$ cat src/rtl/imm_gen_pipe_if.sv
// Handshake and data bundle for imm_gen_pipe: decode-side input stream,
// execute-side output stream and the illegal-format counter sideband.
interface imm_gen_pipe_if #(
  parameter int XLEN  = 32,
  parameter int TAG_W = 5,
  parameter int CNT_W = 8
);
  logic             in_valid;
  logic             in_ready;
  logic [31:0]      instr;
  logic [2:0]       imm_src;
  logic [TAG_W-1:0] in_tag;
  logic             out_valid;
  logic             out_ready;
  logic [XLEN-1:0]  imm_ext;
  logic [TAG_W-1:0] out_tag;
  logic             illegal;
  logic [CNT_W-1:0] err_cnt;
  logic             err_clr;

  modport slave (
    input  in_valid, instr, imm_src, in_tag, out_ready, err_clr,
    output in_ready, out_valid, imm_ext, out_tag, illegal, err_cnt
  );

  modport master (
    output in_valid, instr, imm_src, in_tag, out_ready, err_clr,
    input  in_ready, out_valid, imm_ext, out_tag, illegal, err_cnt
  );
endinterface

$ cat src/rtl/imm_gen_pipe.sv
// RISC-V immediate generator: extends the immediate on the input side and
// stores only result/tag/flag in a one-stage pipe or a two-entry skid buffer.
module imm_gen_pipe #(
  parameter int XLEN  = 32,
  parameter int SKID  = 1,
  parameter int TAG_W = 5,
  parameter int CNT_W = 8
) (
  input  logic          clk,
  input  logic          rst,
  imm_gen_pipe_if.slave bus
);

  localparam logic [2:0] SRC_I   = 3'b000;
  localparam logic [2:0] SRC_S   = 3'b001;
  localparam logic [2:0] SRC_B   = 3'b010;
  localparam logic [2:0] SRC_J   = 3'b011;
  localparam logic [2:0] SRC_U   = 3'b100;
  localparam logic [2:0] SRC_Z   = 3'b101;
  localparam logic [2:0] SRC_SH  = 3'b110;
  localparam logic [2:0] SRC_ILL = 3'b111;

  typedef enum logic [1:0] {
    ST_EMPTY = 2'd0,
    ST_ONE   = 2'd1,
    ST_FULL  = 2'd2
  } state_t;

  function automatic logic [XLEN-1:0] f_extend(input logic [31:0] ins, input logic [2:0] src);
    logic [XLEN-1:0] imm;
    case (src)
      SRC_I:   imm = {{(XLEN-12){ins[31]}}, ins[31:20]};
      SRC_S:   imm = {{(XLEN-12){ins[31]}}, ins[31:25], ins[11:7]};
      SRC_B:   imm = {{(XLEN-12){ins[31]}}, ins[7], ins[30:25], ins[11:8], 1'b0};
      SRC_J:   imm = {{(XLEN-20){ins[31]}}, ins[19:12], ins[20], ins[30:21], 1'b0};
      SRC_U:   imm = {{(XLEN-31){ins[31]}}, ins[30:12], 12'h000};
      SRC_Z:   imm = {{(XLEN-5){1'b0}}, ins[19:15]};
      // RV64 shifts take a 6-bit shamt, RV32 only 5 bits
      SRC_SH:  imm = {{(XLEN-6){1'b0}}, ((XLEN == 64) ? ins[25] : 1'b0), ins[24:20]};
      default: imm = {XLEN{1'b0}};
    endcase
    return imm;
  endfunction

  logic [XLEN-1:0]  w_imm;
  logic             w_ill;
  logic             w_in_ready;
  logic             w_out_valid;
  logic             w_in_xfer;
  logic             w_out_xfer;
  logic [XLEN-1:0]  r_out_imm;
  logic [TAG_W-1:0] r_out_tag;
  logic             r_out_ill;
  logic [CNT_W-1:0] r_err_cnt;

  assign w_imm      = f_extend(bus.instr, bus.imm_src);
  assign w_ill      = (bus.imm_src == SRC_ILL);
  assign w_in_xfer  = bus.in_valid & w_in_ready;
  assign w_out_xfer = w_out_valid & bus.out_ready;

  if (SKID != 0) begin : g_skid
    state_t           r_state;
    state_t           w_state_nxt;
    logic             r_in_ready;
    logic [XLEN-1:0]  r_skid_imm;
    logic [TAG_W-1:0] r_skid_tag;
    logic             r_skid_ill;
    logic             w_load_out;
    logic             w_load_skid;
    logic             w_skid_to_out;

    // Occupancy FSM: where an accepted entry lands and when the skid drains.
    always_comb begin
      w_state_nxt   = r_state;
      w_load_out    = 1'b0;
      w_load_skid   = 1'b0;
      w_skid_to_out = 1'b0;
      case (r_state)
        ST_EMPTY: begin
          if (w_in_xfer) begin
            w_state_nxt = ST_ONE;
            w_load_out  = 1'b1;
          end else begin
            w_state_nxt = ST_EMPTY;
          end
        end
        ST_ONE: begin
          if (w_in_xfer && !w_out_xfer) begin
            w_state_nxt = ST_FULL;
            w_load_skid = 1'b1;
          end else if (!w_in_xfer && w_out_xfer) begin
            w_state_nxt = ST_EMPTY;
          end else if (w_in_xfer && w_out_xfer) begin
            w_state_nxt = ST_ONE;
            w_load_out  = 1'b1;
          end else begin
            w_state_nxt = ST_ONE;
          end
        end
        ST_FULL: begin
          if (w_out_xfer) begin
            w_state_nxt   = ST_ONE;
            w_skid_to_out = 1'b1;
          end else begin
            w_state_nxt = ST_FULL;
          end
        end
        default: begin
          w_state_nxt = ST_EMPTY;
        end
      endcase
    end

    // State, registered in_ready (low through reset) and both entry slots.
    always_ff @(posedge clk or posedge rst) begin
      if (rst) begin
        r_state    <= ST_EMPTY;
        r_in_ready <= 1'b0;
        r_out_imm  <= {XLEN{1'b0}};
        r_out_tag  <= {TAG_W{1'b0}};
        r_out_ill  <= 1'b0;
        r_skid_imm <= {XLEN{1'b0}};
        r_skid_tag <= {TAG_W{1'b0}};
        r_skid_ill <= 1'b0;
      end else begin
        r_state    <= w_state_nxt;
        r_in_ready <= (w_state_nxt != ST_FULL);
        if (w_load_out) begin
          r_out_imm <= w_imm;
          r_out_tag <= bus.in_tag;
          r_out_ill <= w_ill;
        end else if (w_skid_to_out) begin
          r_out_imm <= r_skid_imm;
          r_out_tag <= r_skid_tag;
          r_out_ill <= r_skid_ill;
        end
        if (w_load_skid) begin
          r_skid_imm <= w_imm;
          r_skid_tag <= bus.in_tag;
          r_skid_ill <= w_ill;
        end
      end
    end

    assign w_in_ready  = r_in_ready;
    assign w_out_valid = (r_state != ST_EMPTY);
  end else begin : g_pipe
    logic r_valid;
    logic r_rdy_en;

    // Single stage: refilled on acceptance, emptied when drained without refill.
    always_ff @(posedge clk or posedge rst) begin
      if (rst) begin
        r_valid   <= 1'b0;
        r_rdy_en  <= 1'b0;
        r_out_imm <= {XLEN{1'b0}};
        r_out_tag <= {TAG_W{1'b0}};
        r_out_ill <= 1'b0;
      end else begin
        r_rdy_en <= 1'b1;
        if (w_in_xfer) begin
          r_valid   <= 1'b1;
          r_out_imm <= w_imm;
          r_out_tag <= bus.in_tag;
          r_out_ill <= w_ill;
        end else if (w_out_xfer) begin
          r_valid <= 1'b0;
        end
      end
    end

    // r_rdy_en keeps in_ready low during reset and until the first edge after it
    assign w_in_ready  = r_rdy_en & (~r_valid | bus.out_ready);
    assign w_out_valid = r_valid;
  end

  // Saturating count of accepted illegal entries; clear wins over increment.
  always_ff @(posedge clk or posedge rst) begin
    if (rst) begin
      r_err_cnt <= {CNT_W{1'b0}};
    end else if (bus.err_clr) begin
      r_err_cnt <= {CNT_W{1'b0}};
    end else if (w_in_xfer && w_ill && (r_err_cnt != {CNT_W{1'b1}})) begin
      r_err_cnt <= r_err_cnt + CNT_W'(1);
    end
  end

  assign bus.in_ready  = w_in_ready;
  assign bus.out_valid = w_out_valid;
  assign bus.imm_ext   = r_out_imm;
  assign bus.out_tag   = r_out_tag;
  assign bus.illegal   = r_out_ill;
  assign bus.err_cnt   = r_err_cnt;

endmodule
$ cat src/flat_wrapper.sv
// flat-port wrapper written by rule: the top's interface ports become plain ports
module imm_gen_pipe_flat 
#(
  parameter int XLEN  = 32,
  parameter int SKID  = 1,
  parameter int TAG_W = 5,
  parameter int CNT_W = 8
)
  (clk, rst, bus_in_valid, bus_instr, bus_imm_src, bus_in_tag, bus_out_ready, bus_err_clr, bus_in_ready, bus_out_valid, bus_imm_ext, bus_out_tag, bus_illegal, bus_err_cnt);
  imm_gen_pipe_if #(.XLEN(XLEN), .TAG_W(TAG_W), .CNT_W(CNT_W)) bus_i ();
  input  logic clk;
  input  logic rst;
  input wire logic [$bits(bus_i.in_valid)-1:0] bus_in_valid;
  input wire logic [$bits(bus_i.instr)-1:0] bus_instr;
  input wire logic [$bits(bus_i.imm_src)-1:0] bus_imm_src;
  input wire logic [$bits(bus_i.in_tag)-1:0] bus_in_tag;
  input wire logic [$bits(bus_i.out_ready)-1:0] bus_out_ready;
  input wire logic [$bits(bus_i.err_clr)-1:0] bus_err_clr;
  output wire logic [$bits(bus_i.in_ready)-1:0] bus_in_ready;
  output wire logic [$bits(bus_i.out_valid)-1:0] bus_out_valid;
  output wire logic [$bits(bus_i.imm_ext)-1:0] bus_imm_ext;
  output wire logic [$bits(bus_i.out_tag)-1:0] bus_out_tag;
  output wire logic [$bits(bus_i.illegal)-1:0] bus_illegal;
  output wire logic [$bits(bus_i.err_cnt)-1:0] bus_err_cnt;
  assign bus_i.in_valid = bus_in_valid;
  assign bus_i.instr = bus_instr;
  assign bus_i.imm_src = bus_imm_src;
  assign bus_i.in_tag = bus_in_tag;
  assign bus_i.out_ready = bus_out_ready;
  assign bus_i.err_clr = bus_err_clr;
  assign bus_in_ready = bus_i.in_ready;
  assign bus_out_valid = bus_i.out_valid;
  assign bus_imm_ext = bus_i.imm_ext;
  assign bus_out_tag = bus_i.out_tag;
  assign bus_illegal = bus_i.illegal;
  assign bus_err_cnt = bus_i.err_cnt;
  imm_gen_pipe #(.XLEN(XLEN), .SKID(SKID), .TAG_W(TAG_W), .CNT_W(CNT_W)) u_core (.clk(clk), .rst(rst), .bus(bus_i));
endmodule
$ cat config.mk
export PLATFORM = sky130hd
export DESIGN_NAME = imm_gen_pipe_flat
export DESIGN_NICKNAME = d
export VERILOG_FILES = /design/src/rtl/imm_gen_pipe_if.sv /design/src/rtl/imm_gen_pipe.sv /design/src/flat_wrapper.sv
export SDC_FILE = /design/constraint.sdc
export NUM_CORES = 1
export LEC_CHECK = 0
export CORE_MARGIN = 4
export CORE_UTILIZATION = 46
export DETAILED_ROUTE_END_ITERATION = 12
export GPL_TIMING_DRIVEN = 0
export PLACE_DENSITY_LB_ADDON = 0.15
export SETUP_SLACK_MARGIN = 0.4
export SYNTH_ARGS = -nofsm -noshare
export SYNTH_HDL_FRONTEND = slang
export SYNTH_SLANG_ARGS = --single-unit
$ cat constraint.sdc
create_clock -name clk -period 2.6 [get_ports clk]
set_input_delay 0.26 -clock clk [delete_from_list [all_inputs] [get_ports clk]]
set_output_delay 0.26 -clock clk [all_outputs]
set_load 0.005 [all_outputs]
==> impl_metrics.env <==
# source this file to load flow results
export IMPL_ctsResizeCount=0
export IMPL_h_tree_depth=3
export IMPL_dr_wl_met2_um=5280
export IMPL_end_kind="flip-flop"
export IMPL_grt_overflow_total=0
export IMPL_critPathBufInv=3
export IMPL_final_cell_mix="87 x dfrtp_1, 82 x clkdlybuf4s50_1, 71 x nand2_1"
export IMPL_async_flop_share=1.00
export IMPL_aoi_share=0.225
export IMPL_wirelength_um=11000
export IMPL_status="finished clean"
export IMPL_synth_area_um2=4170
export IMPL_placed_cells=608
export IMPL_cts_tree="built"
export IMPL_fillerInstances=766
export IMPL_min_path_cells=2
export IMPL_syn_instance_count=416
export IMPL_first_iter_violations=290
export IMPL_cts_setup_buffers=0
export IMPL_grt_max_degree=37
export IMPL_cts_buffer_depth=2
export IMPL_critPathMaxFanout=10
export IMPL_stdcell_count=623
export IMPL_grt_use_met3=0.0342
export IMPL_synth_area_leader_cell="dfrtp_1"
export IMPL_hold_class="primary input to flip-flop"
export IMPL_pwr_share_comb=0.347
export IMPL_area_leaders="dfrtp_1 52%, nand2_1 6.4%, a21oi_1 4.6%, o21ai_0 3.6%, a22oi_1 3.1%"
export IMPL_edf_count=0
export IMPL_inv_count=8
export IMPL_fp_util=0.476
export IMPL_ant_nets=0
export IMPL_syn_to_final_growth_pct=29.0
export IMPL_n_antenna_cell=0
export IMPL_rr_worst_depth=6
export IMPL_fin_ws_ns=0.732
export IMPL_seq_cells=87
export IMPL_crit_chain="clkdlybuf4s50_1 -> buf_2 -> nor3_1 -> clkbuf_1 -> a21oi_1 -> a221oi_2"
export IMPL_grt_pass1_vias=3471
export IMPL_root_buffer="clkbuf_8"
export IMPL_antenna_found_initial=0
export IMPL_cts_buffers=9
export IMPL_adder_share=0.00300
export IMPL_peakVddDrop_mv=0.436
==> stage by stage <==
| step | total power [mW] | cell area [um2] |
|---|---|---|
| 5_1_grt | 5.32 | 5380 |
| 2_1_floorplan | 3.05 | 4170 |
| 4_1_cts | 5.02 | 5380 |
| 3_3_place_gp | 3.91 | 5130 |
| 6_report | 4.98 | 5380 |
| 3_5_place_dp | 3.99 | 5170 |
==> power groups by stage <==
stage,Sequential [mW],Clock (mW),Combinational [mW]
global route,2.29,1.12,1.91
global placement,2.23,0,1.68
detailed placement,2.25,0,1.74
CTS,2.22,1.04,1.75
finish,2.23,1.02,1.73
floorplan,2.20,0,0.846
Cell classes on the final placement:
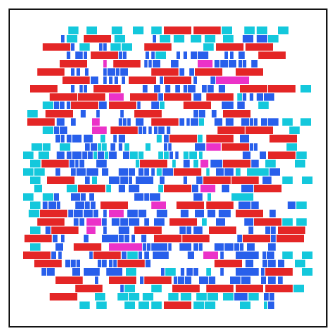
[magenta] clock drivers and dummy loads | cells: 15 | share of their area: 4.0%
[red] flops | cells: 87 | share of their area: 41%
[blue] all other logic | cells: 295 | share of their area: 35%
[cyan] other buffers and delay cells | cells: 118 | share of their area: 20%
sequential cell area share: 0.405
final design utilization: 0.614

Routing congestion map:
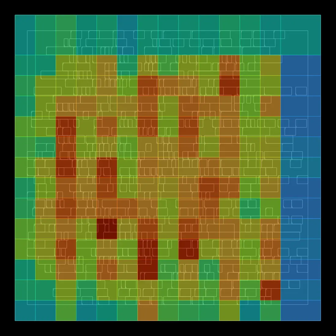
met1 Usage GRT: 0.308
Most Crowded Layer GR: met2
gr usage total: 0.220
met2 usage: 0.352

Clock network drawn from the DEF:
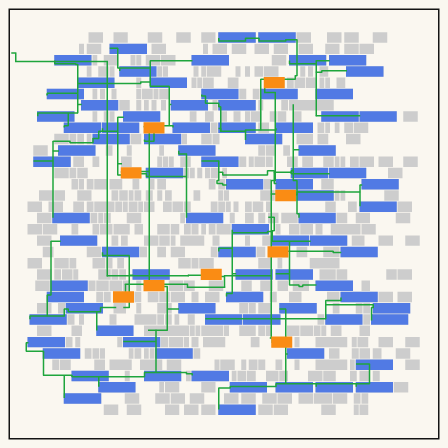
[green] clock wires | length: 1,080 um
[orange] cells driving clock nets | count: 9
[blue] flip-flops | count: 87
routed clock nets: 10
clock share of power: 0.206
Clock Skews: 0.0108 ns
Clock group: 1.02 mW

Power is estimated from default activity; no workload was simulated.
